## config.mk

```make
export PLATFORM = sky130hd
export DESIGN_NAME = cache_fill_arbiter
export DESIGN_NICKNAME = d
export VERILOG_FILES = /design/src/rtl/cache_fill_arbiter.sv
export SDC_FILE = /design/constraint.sdc
export NUM_CORES = 1
export LEC_CHECK = 0
export CAP_MARGIN = 0
export CORE_ASPECT_RATIO = 0.8
export CORE_MARGIN = 2
export CORE_UTILIZATION = 27
export DETAILED_ROUTE_END_ITERATION = 8
export GPL_ROUTABILITY_DRIVEN = 0
export HOLD_SLACK_MARGIN = 0.03
export MAX_ROUTING_LAYER = met4
export PLACE_DENSITY = 0.87
export RECOVER_POWER = 50
export SLEW_MARGIN = 20
export SYNTH_ARGS = -nofsm -noshare
export SYNTH_HDL_FRONTEND = slang
export SYNTH_SLANG_ARGS = --single-unit
```

## constraint.sdc

```tcl
create_clock -name clk -period 1.6 [get_ports clk]
set_clock_uncertainty 0.2 [all_clocks]
set_input_delay 0.32 -clock clk [delete_from_list [all_inputs] [get_ports clk]]
set_output_delay 0.32 -clock clk [all_outputs]
set_load 0.01 [all_outputs]
```

## src/rtl/cache_fill_arbiter.sv

```systemverilog
// Block-refill controller: arbitrates cache misses and write-through stores onto one
// pipelined memory, issues one read per cycle per block word and steers returning words.
module cache_fill_arbiter #(
    parameter int NUM_REQ  = 2,
    parameter int WORDS    = 8,
    parameter int MEM_LAT  = 4,
    parameter int ARB_MODE = 0
) (
    input  logic                       clk,
    input  logic                       rst,
    input  logic [NUM_REQ-1:0]         miss,
    input  logic [16*NUM_REQ-1:0]      miss_addr,
    input  logic                       wr_req,
    input  logic [15:0]                wr_addr,
    input  logic [15:0]                wr_data,
    output logic                       wr_ack,
    output logic                       mem_en,
    output logic                       mem_wr,
    output logic [15:0]                mem_addr,
    output logic [15:0]                mem_data_in,
    input  logic [15:0]                mem_data,
    input  logic                       mem_data_valid,
    output logic [NUM_REQ-1:0]         grant,
    output logic                       fill_we,
    output logic [$clog2(WORDS)-1:0]   fill_word,
    output logic [15:0]                fill_data,
    output logic                       fill_tag_we,
    output logic                       busy
);

    localparam int CW = $clog2(WORDS);
    localparam int OW = (NUM_REQ > 1) ? $clog2(NUM_REQ) : 1;
    localparam logic [15:0] BLK_MASK = 16'(2 * WORDS - 1);
    localparam logic [CW-1:0] LAST_WORD = CW'(WORDS - 1);

    typedef enum logic [1:0] {S_IDLE, S_FILL, S_DRAIN} state_t;

    state_t        state_q, state_d;
    logic [OW-1:0] owner_q, owner_d;
    logic [15:0]   base_q, base_d;
    logic [CW-1:0] issue_cnt_q, issue_cnt_d;
    logic [CW-1:0] rcv_cnt_q, rcv_cnt_d;
    logic [OW-1:0] rr_ptr_q, rr_ptr_d;

    logic [OW-1:0] winner;
    logic [OW-1:0] cand;
    logic          found;

    // The controller counts returned words rather than timing them, so MEM_LAT never
    // enters the logic; a latency below one cycle is not a meaningful memory.
    if (MEM_LAT < 1) begin : g_mem_lat_unsupported
    end

    // Winner search: from index 0 in fixed mode, from rr_ptr (wrapping) in round-robin.
    always_comb begin
        winner = '0;
        cand   = '0;
        found  = 1'b0;
        for (int k = 0; k < NUM_REQ; k++) begin
            if (ARB_MODE == 1) begin
                cand = OW'((int'(rr_ptr_q) + k) % NUM_REQ);
            end else begin
                cand = OW'(k);
            end
            if (!found && miss[cand]) begin
                winner = cand;
                found  = 1'b1;
            end
        end
    end

    always_comb begin
        state_d     = state_q;
        owner_d     = owner_q;
        base_d      = base_q;
        issue_cnt_d = issue_cnt_q;
        rcv_cnt_d   = rcv_cnt_q;
        rr_ptr_d    = rr_ptr_q;
        wr_ack      = 1'b0;
        mem_en      = 1'b0;
        mem_wr      = 1'b0;
        mem_addr    = '0;
        mem_data_in = '0;
        fill_we     = 1'b0;
        fill_word   = '0;
        fill_data   = '0;
        fill_tag_we = 1'b0;

        case (state_q)
            S_IDLE: begin
                if (wr_req) begin
                    mem_en      = 1'b1;
                    mem_wr      = 1'b1;
                    mem_addr    = wr_addr;
                    mem_data_in = wr_data;
                    wr_ack      = 1'b1;
                end else if (found) begin
                    owner_d     = winner;
                    base_d      = miss_addr[16*int'(winner) +: 16] & ~BLK_MASK;
                    issue_cnt_d = '0;
                    rcv_cnt_d   = '0;
                    rr_ptr_d    = OW'((int'(winner) + 1) % NUM_REQ);
                    state_d     = S_FILL;
                end
            end
            S_FILL: begin
                mem_en      = 1'b1;
                mem_addr    = base_q | {{(15 - CW){1'b0}}, issue_cnt_q, 1'b0};
                issue_cnt_d = issue_cnt_q + CW'(1);
                if (issue_cnt_q == LAST_WORD) begin
                    state_d = S_DRAIN;
                end
            end
            default: ;
        endcase

        // Returning words are accepted in FILL as well as DRAIN (latency may be short).
        if (state_q != S_IDLE && mem_data_valid) begin
            fill_we   = 1'b1;
            fill_word = rcv_cnt_q;
            fill_data = mem_data;
            rcv_cnt_d = rcv_cnt_q + CW'(1);
            if (rcv_cnt_q == LAST_WORD) begin
                fill_tag_we = 1'b1;
                state_d     = S_IDLE;
            end
        end
    end

    always_ff @(posedge clk or posedge rst) begin
        if (rst) begin
            state_q     <= S_IDLE;
            owner_q     <= '0;
            base_q      <= '0;
            issue_cnt_q <= '0;
            rcv_cnt_q   <= '0;
            rr_ptr_q    <= '0;
        end else begin
            state_q     <= state_d;
            owner_q     <= owner_d;
            base_q      <= base_d;
            issue_cnt_q <= issue_cnt_d;
            rcv_cnt_q   <= rcv_cnt_d;
            rr_ptr_q    <= rr_ptr_d;
        end
    end

    assign busy = (state_q != S_IDLE);

    for (genvar gi = 0; gi < NUM_REQ; gi++) begin : g_grant
        assign grant[gi] = busy && (owner_q == OW'(gi));
    end

endmodule

```

### Placement view, run 1

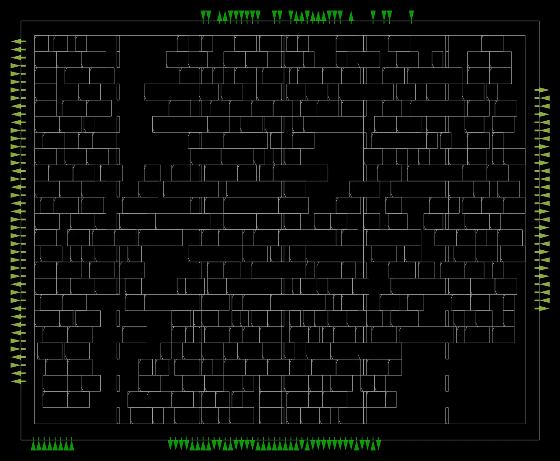
Taps Inserted: 65
final core utilization: 65.9%
num rows: 24
tally of non-filler cells in the final layout: 414
Core Area: 0.00538 mm^2

### Cells colored by class, run 1

Fill, decap, tap and diode cells in gray.
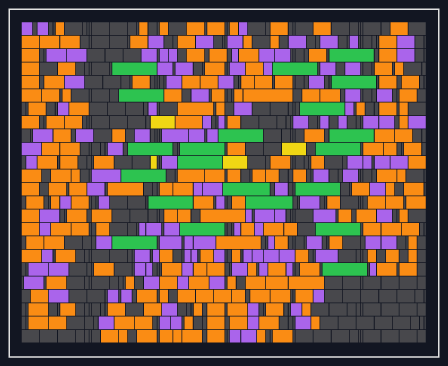
Orange marks remaining buffers and delay cells, cells 196. Purple marks remaining logic cells, cells 128. Yellow marks clock drivers and dummy loads, cells 4. Green marks registers, cells 21.

### Metal 3, run 1

The bar under the picture is 20 um long.
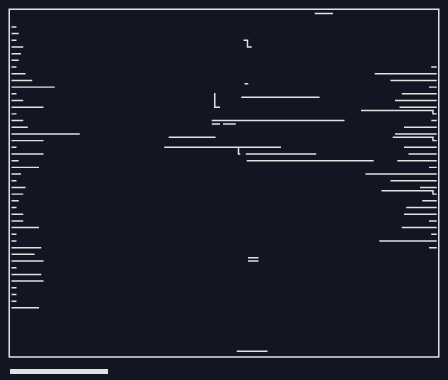
The layer carries 448 um of wire. 82 nets have wire on it.
routed vias: 2,032
aggregate routed wire length: 6530 um
met3 routing resource usage after global routing: 4.49%

## run 1: timing repair
item                       4_1_cts  5_1_grt
buffers inserted                27        6
pin swaps                       14       17
setup endpoints to repair       78       79
gates cloned                     4        3
gates resized                  233       88
hold buffers                     0        0
## run 1: through the flow
step	cells	cell area, um^2	utilization, %	setup WS [ps]	power (mW)
floorplan	165	1500	-	-75.3	2.14
global placement	373	3040	56.5	-686	3.41
detailed placement	373	3040	56.5	-722	3.49
CTS	407	3370	62.7	-501	4.19
global route	414	3540	65.9	-549	4.73
finish	414	3540	65.9	-485	4.42
## run 1: cell families (layout without fill, tap and decap cells)
kind of cell             count (synthesis)  count (layout)  share of synthesized area, %
buffers and inverters                   21             204                          8.32
AND/OR/NAND/NOR                         54              55                          20.8
flip-flops                              21              21                          35.3
multiplexers                            14              14                          9.83
adder cells (fa/ha/maj)                  4               4                          3.36
AND-OR/OR-AND                           51              51                          22.4
## run 1: worst max-delay path, cell delays in order, from the launching register on
cell     delay [ps]
dfrtp_2         450
nor2_4          210
and2_4          220
buf_6           110
buf_6            80
a22o_1          110
buf_2           120
## run 1: power groups by stage
stage | logic [mW] | registers, mW | clock network [mW]
finish | 3.08 | 0.992 | 0.345
floorplan | 1.18 | 0.955 | 0
detailed placement | 2.50 | 0.989 | 0
CTS | 2.85 | 0.982 | 0.361
global placement | 2.43 | 0.981 | 0
global route | 3.33 | 1.02 | 0.378
## run 1: worst min-delay path by stage
stage,endpoint,slack (ps)
after floorplan,base_q[10],100
after global placement,base_q[14],310
after detailed placement,base_q[14],330
after CTS,issue_cnt_q[2],210
after global routing,state_q[1],200
final,state_q[1],200
## run 1: cell type report
cell class                      count  area (um^2)
Fill cell                         423         1830
Multi-Input combinational cell    124          997
Clock buffer                        4         45.0
Sequential cell                    21          528
Timing Repair Buffer              196         1880
Tap cell                           65         81.3
Inverter                            4         15.0
## run 1: metal layers
metal | track usage (%) | vias to the layer above | part of all wire, %
met3 | 4.49 | 4 | 6.9
li1 | - | 952 | -
met5 | - | - | 0
met4 | 3.30 | 0 | 0.67
met1 | 23.5 | 978 | 40
met2 | 37.7 | 98 | 53
## run 1: synth_stat cells, drive strengths merged
master / count / area share, %
nand2: 7 / 1.8
and2: 21 / 8.8
inv: 4 / 1.0
clkbuf: 5 / 1.5
mux2i: 12 / 8.1
o21ba: 1 / 1.1
o21bai: 1 / 0.50
mux2: 2 / 1.8
a21oi: 27 / 9.1
nor2: 5 / 1.4
o21ai: 5 / 1.7
nand2b: 1 / 0.42
nor2b: 3 / 1.3
ha: 4 / 3.4
a22o: 17 / 10
dfrtp: 21 / 35
and3: 17 / 7.1
buf: 12 / 5.8
## run 1: flip-flops by register name, summed over array words and instances, names as in the netlist
| signal | count |
|---|---|
| rcv_cnt_q | 3 |
| owner_q | 1 |
| issue_cnt_q | 3 |
| base_q | 12 |
| state_q | 2 |
==> impl_metrics.toml, run 1 <==
# generated from flow reports
[global_routing]
groute.usage.overall_pct = 20.7
overflow_left_after_global_routing = 0
via_count_of_the_first_global_routing_pass = 2040
global_route_wire_length_before_repair_um = 9850
antenna_found_initial = 0

[cts]
clk_transition_reported_paths_ps = 70
cts.path.max_buffers = 2
cts_made_buffers = 3
ctsRootBufferMaster = "clkbuf_8"
cts.sinks = 21
cts_tree = "done"
clock_latency_ps = 260

[synth]
synthesis.nets = 255
ys.flops = 21
post_syn_area_mm2 = 0.00149
yosys_warnings = 0
synthCells = 165
seq_area_frac_synth_pct = 35.3
synth.avg_cell_area_um2 = 9.02
yosys-stat-area_mm2 = 0.00149
ys_cells = 165

[finish]
share_of_cells_above_drive_strength_1_pct = 48.4
nNetsFinal = 440
layout_top_cells = "clkdlybuf4s50_1 (74), buf_6 (46), buf_4 (28)"
antenna_cells = 0
layout.cells.most_common = "clkdlybuf4s50_1"

[die]
die_x_um = 87.0
dieArea_mm2 = 0.00613
fp_util_pct = 27.7

[outcome]
failed_checks = "setup timing"
run_status = "finished with violations"

[power_and_ir_drop]
switchingPower_mw = 1.64
worst_ir_drop_vdd_mv = 0.588
total_leakage_power_nw = 1.67
power.share.combinational_pct = 69.7
intPower_mw = 2.78
power.share.switching_pct = 37.0

[final_timing]
minimum_hold_slack_ps = 202
final-max-slew-violation-count = 0
setup_viol_count_final = 76
grt_setup_unrepaired = "yes"
worst_pin_slew_ps = 534
worst_slack_ps = -485

[critical_path]
crit_type = "reg2out"
worst_r2r_path_depth = 7
arrival_ps = 1560
timing.critical_path.fanout_max = 5
startpoint_class_of_the_critical_path = "flop"
worst_setup_path_startpoint = "state_q[0]"
rr_startpoint = "state_q[0]"
end_point_of_the_critical_path = "mem_addr[2]"
ff2ff_setup_slack_ps = -290

[detailed_routing]
postRouteAntennaNets = 0
drt_drc_violations_left = 0
detail_route.iter0.violations = 78
dr.pass1.iters = 4

[placement]
dpl.hpwl_um = 4240
io_buf_count = 136

[worst_hold_path]
hp-start = "mem_data_valid"
worst_hold_path_type = "in2reg"
hold_path_depth = 3
### I/O nets highlighted, run 1

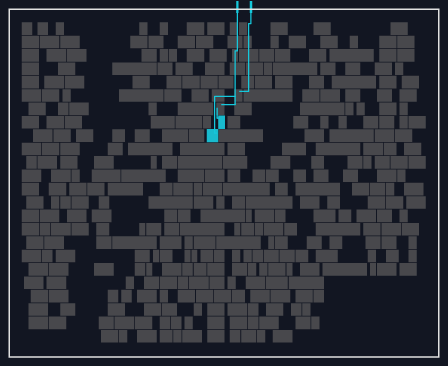

--- run 2 (diff from run 1) ---
--- a/config.mk
+++ b/config.mk
@@ -11,6 +11,7 @@
 export CORE_UTILIZATION = 27
 export DETAILED_ROUTE_END_ITERATION = 8
 export GPL_ROUTABILITY_DRIVEN = 0
+export GPL_TIMING_DRIVEN = 0
 export HOLD_SLACK_MARGIN = 0.03
 export MAX_ROUTING_LAYER = met4
 export PLACE_DENSITY = 0.87
### I/O nets highlighted, run 2

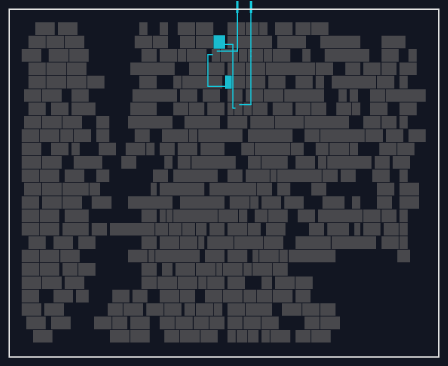
Cyan marks grant, direction output, end cells 2, buffers 2, wire 59.9 um.

### Metal 3, run 2

The bar under the picture is 20 um long.
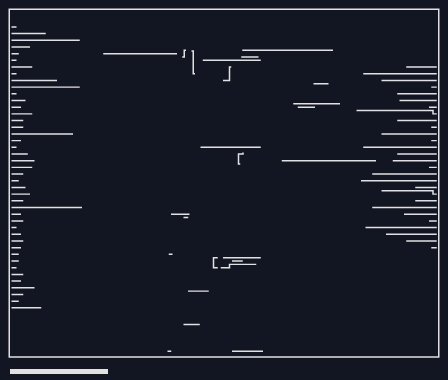
The longest straight run is 18.9 um. The layer holds 7.1% of the routed length.
met3 routing resource usage after global routing: 3.90%
routed vias: 2,066
aggregate routed wire length: 7200 um

==> run 2 against run 1 <==
The run still ends with setup timing left. Largest cell class unchanged. Core utilization rose by 4.1 points. Via count increased by 1.7%. Total power rose by 8.5%. Sequential share of layout area is 0.87 points lower. Wire length grew 10%. Register-to-register slack improved by 110 ps. Largest power group unchanged.
==> impl_metrics.toml, run 2 <==
# generated from flow reports
[finish]
antenna_cells = 0
share_of_cells_above_drive_strength_1_pct = 55.7
layout_top_cells = "clkdlybuf4s50_1 (74), buf_6 (61), buf_2 (22)"
largest_reg_flops = 12
layout.cells.most_common = "clkdlybuf4s50_1"
fillCellCount = 382
layout_top_registers = "base_q (12), issue_cnt_q (3), rcv_cnt_q (3)"
postLayoutCoreUtil_pct = 70.0
nNetsFinal = 434
regMostFlops = "base_q"

[synth]
top_area_cell = "dfrtp_1"
synth-edff-count = 0
yosys-stat-area_mm2 = 0.00149
postSynth.asyncResetShare_pct = 100
ys_cells = 165
seq_area_frac_synth_pct = 35.3
synthCells = 165
ys.flops = 21
synth-main-ff-cell = "dfrtp_1"
common_cells = "a21oi_1 (27), and2_1 (21), dfrtp_1 (21)"
largest_type_area_fraction_pct = 35.3
post_syn_area_mm2 = 0.00149
topCellsByArea = "dfrtp_1 (35%), a22o_1 (10%), a21oi_1 (9.1%)"
top_cell = "a21oi_1"
synth.avg_cell_area_um2 = 9.02
yosys_warnings = 0

[critical_path]
worst_setup_path_startpoint = "state_q[0]"
crit_type = "reg2out"
startpoint_class_of_the_critical_path = "flop"
ff2ff_setup_slack_ps = -180
timing.critical_path.fanout_max = 6
worst_r2r_path_depth = 6
arrival_ps = 1530
rr_startpoint = "state_q[0]"
end_point_of_the_critical_path = "mem_addr[5]"

[final_timing]
achievable-frequency_ghz = 0.487
grt_setup_unrepaired = "yes"
worst_slack_ps = -455
setup_viol_count_final = 76
final-max-slew-violation-count = 0

[power_and_ir_drop]
report.power.total_mw = 4.80
total_leakage_power_nw = 1.68
intPower_mw = 2.94
switchingPower_mw = 1.86
worst_ir_drop_vdd_mv = 0.543
power.share.switching_pct = 38.7
power.share.combinational_pct = 70.7

[global_routing]
global_route_wire_length_before_repair_um = 10600
antenna_found_initial = 0
overflow_left_after_global_routing = 0
via_count_of_the_first_global_routing_pass = 2153
grt_max_degree = 22

[worst_hold_path]
worst_hold_path_type = "in2reg"

[die]
dieArea_mm2 = 0.00613
core.rowCount = 24
core_area_mm2 = 0.00538
fp_util_pct = 27.7
die_x_um = 87.0

[outcome]
run_status = "finished with violations"
failed_checks = "setup timing"

[cts]
cts.path.max_buffers = 2
ctsRootBufferMaster = "clkbuf_8"
clock_latency_ps = 260
cts_tree = "done"
clk_transition_reported_paths_ps = 80
cts_made_buffers = 3
ctsHoldBuffers = 0
cts.sinks = 21

[detailed_routing]
drt_drc_violations_left = 0
postRouteAntennaNets = 0
dr.pass1.iters = 4
detail_route.iter0.violations = 110

[placement]
dp_worst_setup_slack_ps = -1040
dpl.hpwl_um = 4390
io_buf_count = 136
run 2: final cells by class:
type                       count  area [um^2]  area share [%]
clock inverter                 1         5.00           0.133
timing repair buffer         177         1750            46.6
buffer                        14          171            4.55
sequential                    21          528            14.0
multi-input combinational    123         1170            31.0
tap                           65         81.3            2.16
clock buffer                   3         41.3            1.10
inverter                       4         17.5           0.465
run 2: kinds of logic after synthesis:
kind of cell             Yosys count  share of synthesized area, %
AND/OR/NAND/NOR                   54                          20.8
buffers and inverters             21                          8.32
flip-flops                        21                          35.3
adder cells (fa/ha/maj)            4                          3.36
multiplexers                      14                          9.83
AND-OR/OR-AND                     51                          22.4
run 2: per-layer routing:
layer,global-route usage [%],routed length (um),vias to the layer above
li1,-,-,942
met1,26.0,2820,1003
met2,41.1,3790,113
met3,3.90,509,8
met4,3.65,78,0
met5,-,0,-
run 2: metrics by stage:
stage,hold WS (ps),cells,cell area (um^2)
after floorplan,96.5,165,1500
after global placement,306,366,2940
after detailed placement,319,366,2940
after CTS,265,405,3360
after global routing,329,408,3760
final,304,408,3760
run 2: critical path, cell delays in order (launching register included):
cell and delay [ps]:
dfrtp_2 450, nor2_4 160, and2_4 210, buf_12 110, buf_8 100, a22o_1 120
buf_2 130
run 2: how the worst min path moves through the flow:
stage / slack [ps] / from / end / cells past startpoint
after floorplan: 100 / rst / base_q[10] / 1
after global placement: 310 / base_q[10] / base_q[10] / 2
after detailed placement: 320 / base_q[4] / base_q[4] / 2
after CTS: 260 / mem_data_valid / state_q[1] / 2
after global routing: 330 / mem_data_valid / state_q[1] / 2
final: 300 / mem_data_valid / state_q[1] / 2
run 2: power by group through the flow:
stage	sequential, mW	combinational [mW]	clock, mW
after detailed placement	1.02	2.32	0
after floorplan	0.955	1.18	0
after CTS	1.00	2.95	0.357
final	1.04	3.39	0.367
after global routing	1.07	3.63	0.393
after global placement	1.00	2.25	0
run 2: what timing repair did:
action	4_1_cts	5_1_grt
gates resized	325	90
buffers inserted	30	9
pin swaps	30	32
cloned	6	1
setup endpoints to repair	75	77
### M2 wires, run 2

Cells faint in the background.
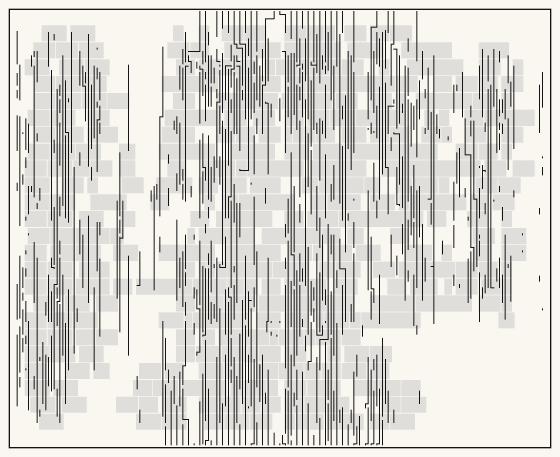

--- run 3 (diff from run 2) ---
--- a/config.mk
+++ b/config.mk
@@ -5,10 +5,11 @@
 export SDC_FILE = /design/constraint.sdc
 export NUM_CORES = 1
 export LEC_CHECK = 0
+export ABC_AREA = 1
 export CAP_MARGIN = 0
 export CORE_ASPECT_RATIO = 0.8
 export CORE_MARGIN = 2
-export CORE_UTILIZATION = 27
+export CORE_UTILIZATION = 28
 export DETAILED_ROUTE_END_ITERATION = 8
 export GPL_ROUTABILITY_DRIVEN = 0
 export GPL_TIMING_DRIVEN = 0
### M2 wires, run 3

Cells faint in the background.
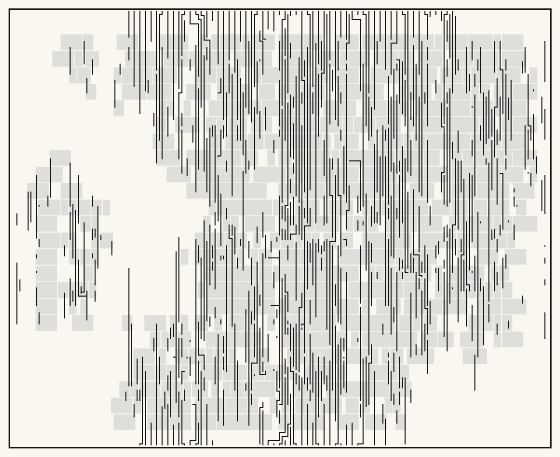
The longest straight run is 34.3 um. The layer carries 3,990 um of wire.
aggregate routed wire length: 7370 um
routed vias: 2,337
met2 Use GR: 35.7%

### Placement view, run 3

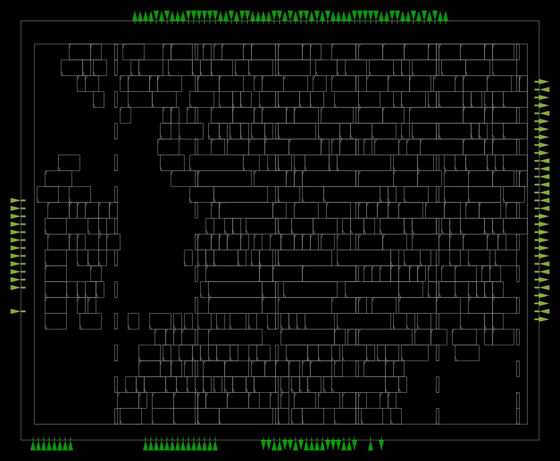
Taps Inserted: 78
tally of filler cells in the layout: 426

==> run 3 against run 2 <==
The flow still finishes with violations (setup timing). Core utilization shrank 3.6 points. Non-clock buffer count down 18. Final area fell by 2.4%. Global-route usage fell by 2.4 points. Total power down 5.2%. Die area increased by 4.4%. Critical path depth unchanged. Register-to-register slack improved by 170 ps. Critical path type unchanged. Critical endpoint is now mem_addr[4]. Largest cell class unchanged.
==> impl_metrics.toml, run 3 <==
# generated from flow reports
[critical_path]
critical_path.max_stage_delay_ps = 460
worst_r2r_path_depth = 7
startpoint_class_of_the_critical_path = "flop"
crit_chain = "buf_6 > nor2_4 > buf_6 > nand2_2 > nand2_2 > buf_6"
rr_startpoint = "state_q[0]"
crit_path_top_delay_cell = "dfrtp_2"
crit_type = "reg2out"

[worst_hold_path]
hold_path_depth = 2
hold_end = "base_q[9]"

[outcome]
failed_checks = "setup timing"
run_status = "finished with violations"

[finish]
final_cell_count_no_fill = 521
layout_top_cells = "nand2_1 (105), clkdlybuf4s50_1 (73), buf_6 (47)"
nNetsFinal = 534
largest_reg_flops = 12
share_of_cells_above_drive_strength_1_pct = 41.1
layout.cells.most_common = "nand2_1"
regMostFlops = "base_q"
antenna_cells = 0
final_design_area_no_fill_mm2 = 0.00367

[cts]
clk_transition_reported_paths_ps = 80
cts_made_buffers = 3
cts.path.max_buffers = 2
clock_latency_ps = 260

[synth]
synth.avg_cell_area_um2 = 5.79
top_area_cell = "dfrtp_1"
largest_type_area_fraction_pct = 32.5
ys_sh_simple_pct = 49.6
yosys_warnings = 0
synthAoiAreaFrac_pct = 1.86
yosys-stat-area_mm2 = 0.00162
topCellsByArea = "dfrtp_1 (33%), nand2_1 (32%), nor2_1 (8.8%)"
seq_area_frac_synth_pct = 32.5
synth.comb.largest_family = "simple AND/OR/NAND/NOR gates"
ys.flops = 21
synth-main-ff-cell = "dfrtp_1"
common_cells = "nand2_1 (137), nor2_1 (38), inv_1 (34)"
postSynth.asyncResetShare_pct = 100
synthCells = 279
synthesis.nets = 369
top_cell = "nand2_1"
area_fraction_in_mux_cells_pct = 0

[global_routing]
global_route_wire_length_before_repair_um = 9860
grt_max_degree = 22
groute.usage.overall_pct = 20.1

[placement]
dpl.hpwl_um = 4700
placed_cell_area_mm2 = 0.00307
dpl.cell_count = 492
io_buf_count = 135

[final_timing]
setup_viol_count_final = 62
achievable-frequency_ghz = 0.507
worst_pin_slew_ps = 781
grt_setup_unrepaired = "yes"
worst_slack_ps = -374
minimum_hold_slack_ps = 310
final-max-slew-violation-count = 0

[power_and_ir_drop]
report.power.total_mw = 4.55
worst_ir_drop_vdd_mv = 0.478

[detailed_routing]
detail_route.iter0.violations = 156
postRouteAntennaNets = 0
dr.pass1.iters = 5
## run 3: cell type report
class | instances | area [um^2] | share of cell area [%]
Sequential cell | 21 | 527 | 14.3
Buffer | 12 | 121 | 3.30
Tap cell | 78 | 97.6 | 2.66
Inverter | 35 | 139 | 3.78
Multi-Input combinational cell | 210 | 1220 | 33.3
Clock buffer | 3 | 41.3 | 1.12
Timing Repair Buffer | 161 | 1520 | 41.3
Clock inverter | 1 | 5.00 | 0.136
## run 3: report_power, final
group | internal, mW | switching (mW) | total, mW
clock | 0.173 | 0.177 | 0.351
sequential | 0.792 | 0.241 | 1.03
combinational | 1.56 | 1.60 | 3.16
total | 2.52 | 2.02 | 4.55
## run 3: through the flow
| stage | util [%] | setup slack [ps] |
|---|---|---|
| floorplan | - | 15.1 |
| global placement | 55.5 | -700 |
| detailed placement | 55.5 | -729 |
| CTS | 57.7 | -300 |
| global route | 66.5 | -433 |
| finish | 66.5 | -374 |
## run 3: what timing repair did
item,4_1_cts,5_1_grt
hold buffers,0,0
cloned,5,1
setup buffers,16,6
pin swaps,14,7
setup endpoints to repair,71,76
gates resized,305,108
## run 3: kinds of logic after synthesis
family                     after synthesis
AOI/OAI and AO/OA                        6
adders and majority gates                4
buffers and inverters                   48
DFF                                     21
and+or+nand+nor                        200
## run 3: per-layer routing
metal  routed length, um  global-route usage, %  vias up  share of wire (%)
li1                    -                      -     1157                  -
met1                2760                   24.4     1076                 37
met2                3990                   35.7       92                 54
met3                 479                   2.28       12                6.5
met4                 148                   4.64        0                2.0
met5                   0                      -        -                  0
## run 3: worst max path at each step
| stage | startpoint | slack [ps] | cells after the start | endpoint |
|---|---|---|---|---|
| 3_3_place_gp | mem_data_valid | -700 | 4 | fill_tag_we |
| 3_5_place_dp | mem_data_valid | -730 | 4 | fill_tag_we |
| 6_report | state_q[1] | -370 | 6 | mem_addr[4] |
| 5_1_grt | state_q[0] | -430 | 7 | mem_addr[4] |
| 2_1_floorplan | state_q[1] | 20 | 5 | fill_data[10] |
| 4_1_cts | state_q[1] | -300 | 6 | mem_addr[14] |
## run 3: worst max-delay path, delay by kind of cell (launching register included)
family                 cells  cell delay [ps]
AND/OR/NAND/NOR            3              300
flip-flops                 1              460
buffers and inverters      3              430
Power and IR drop assume default switching activity.
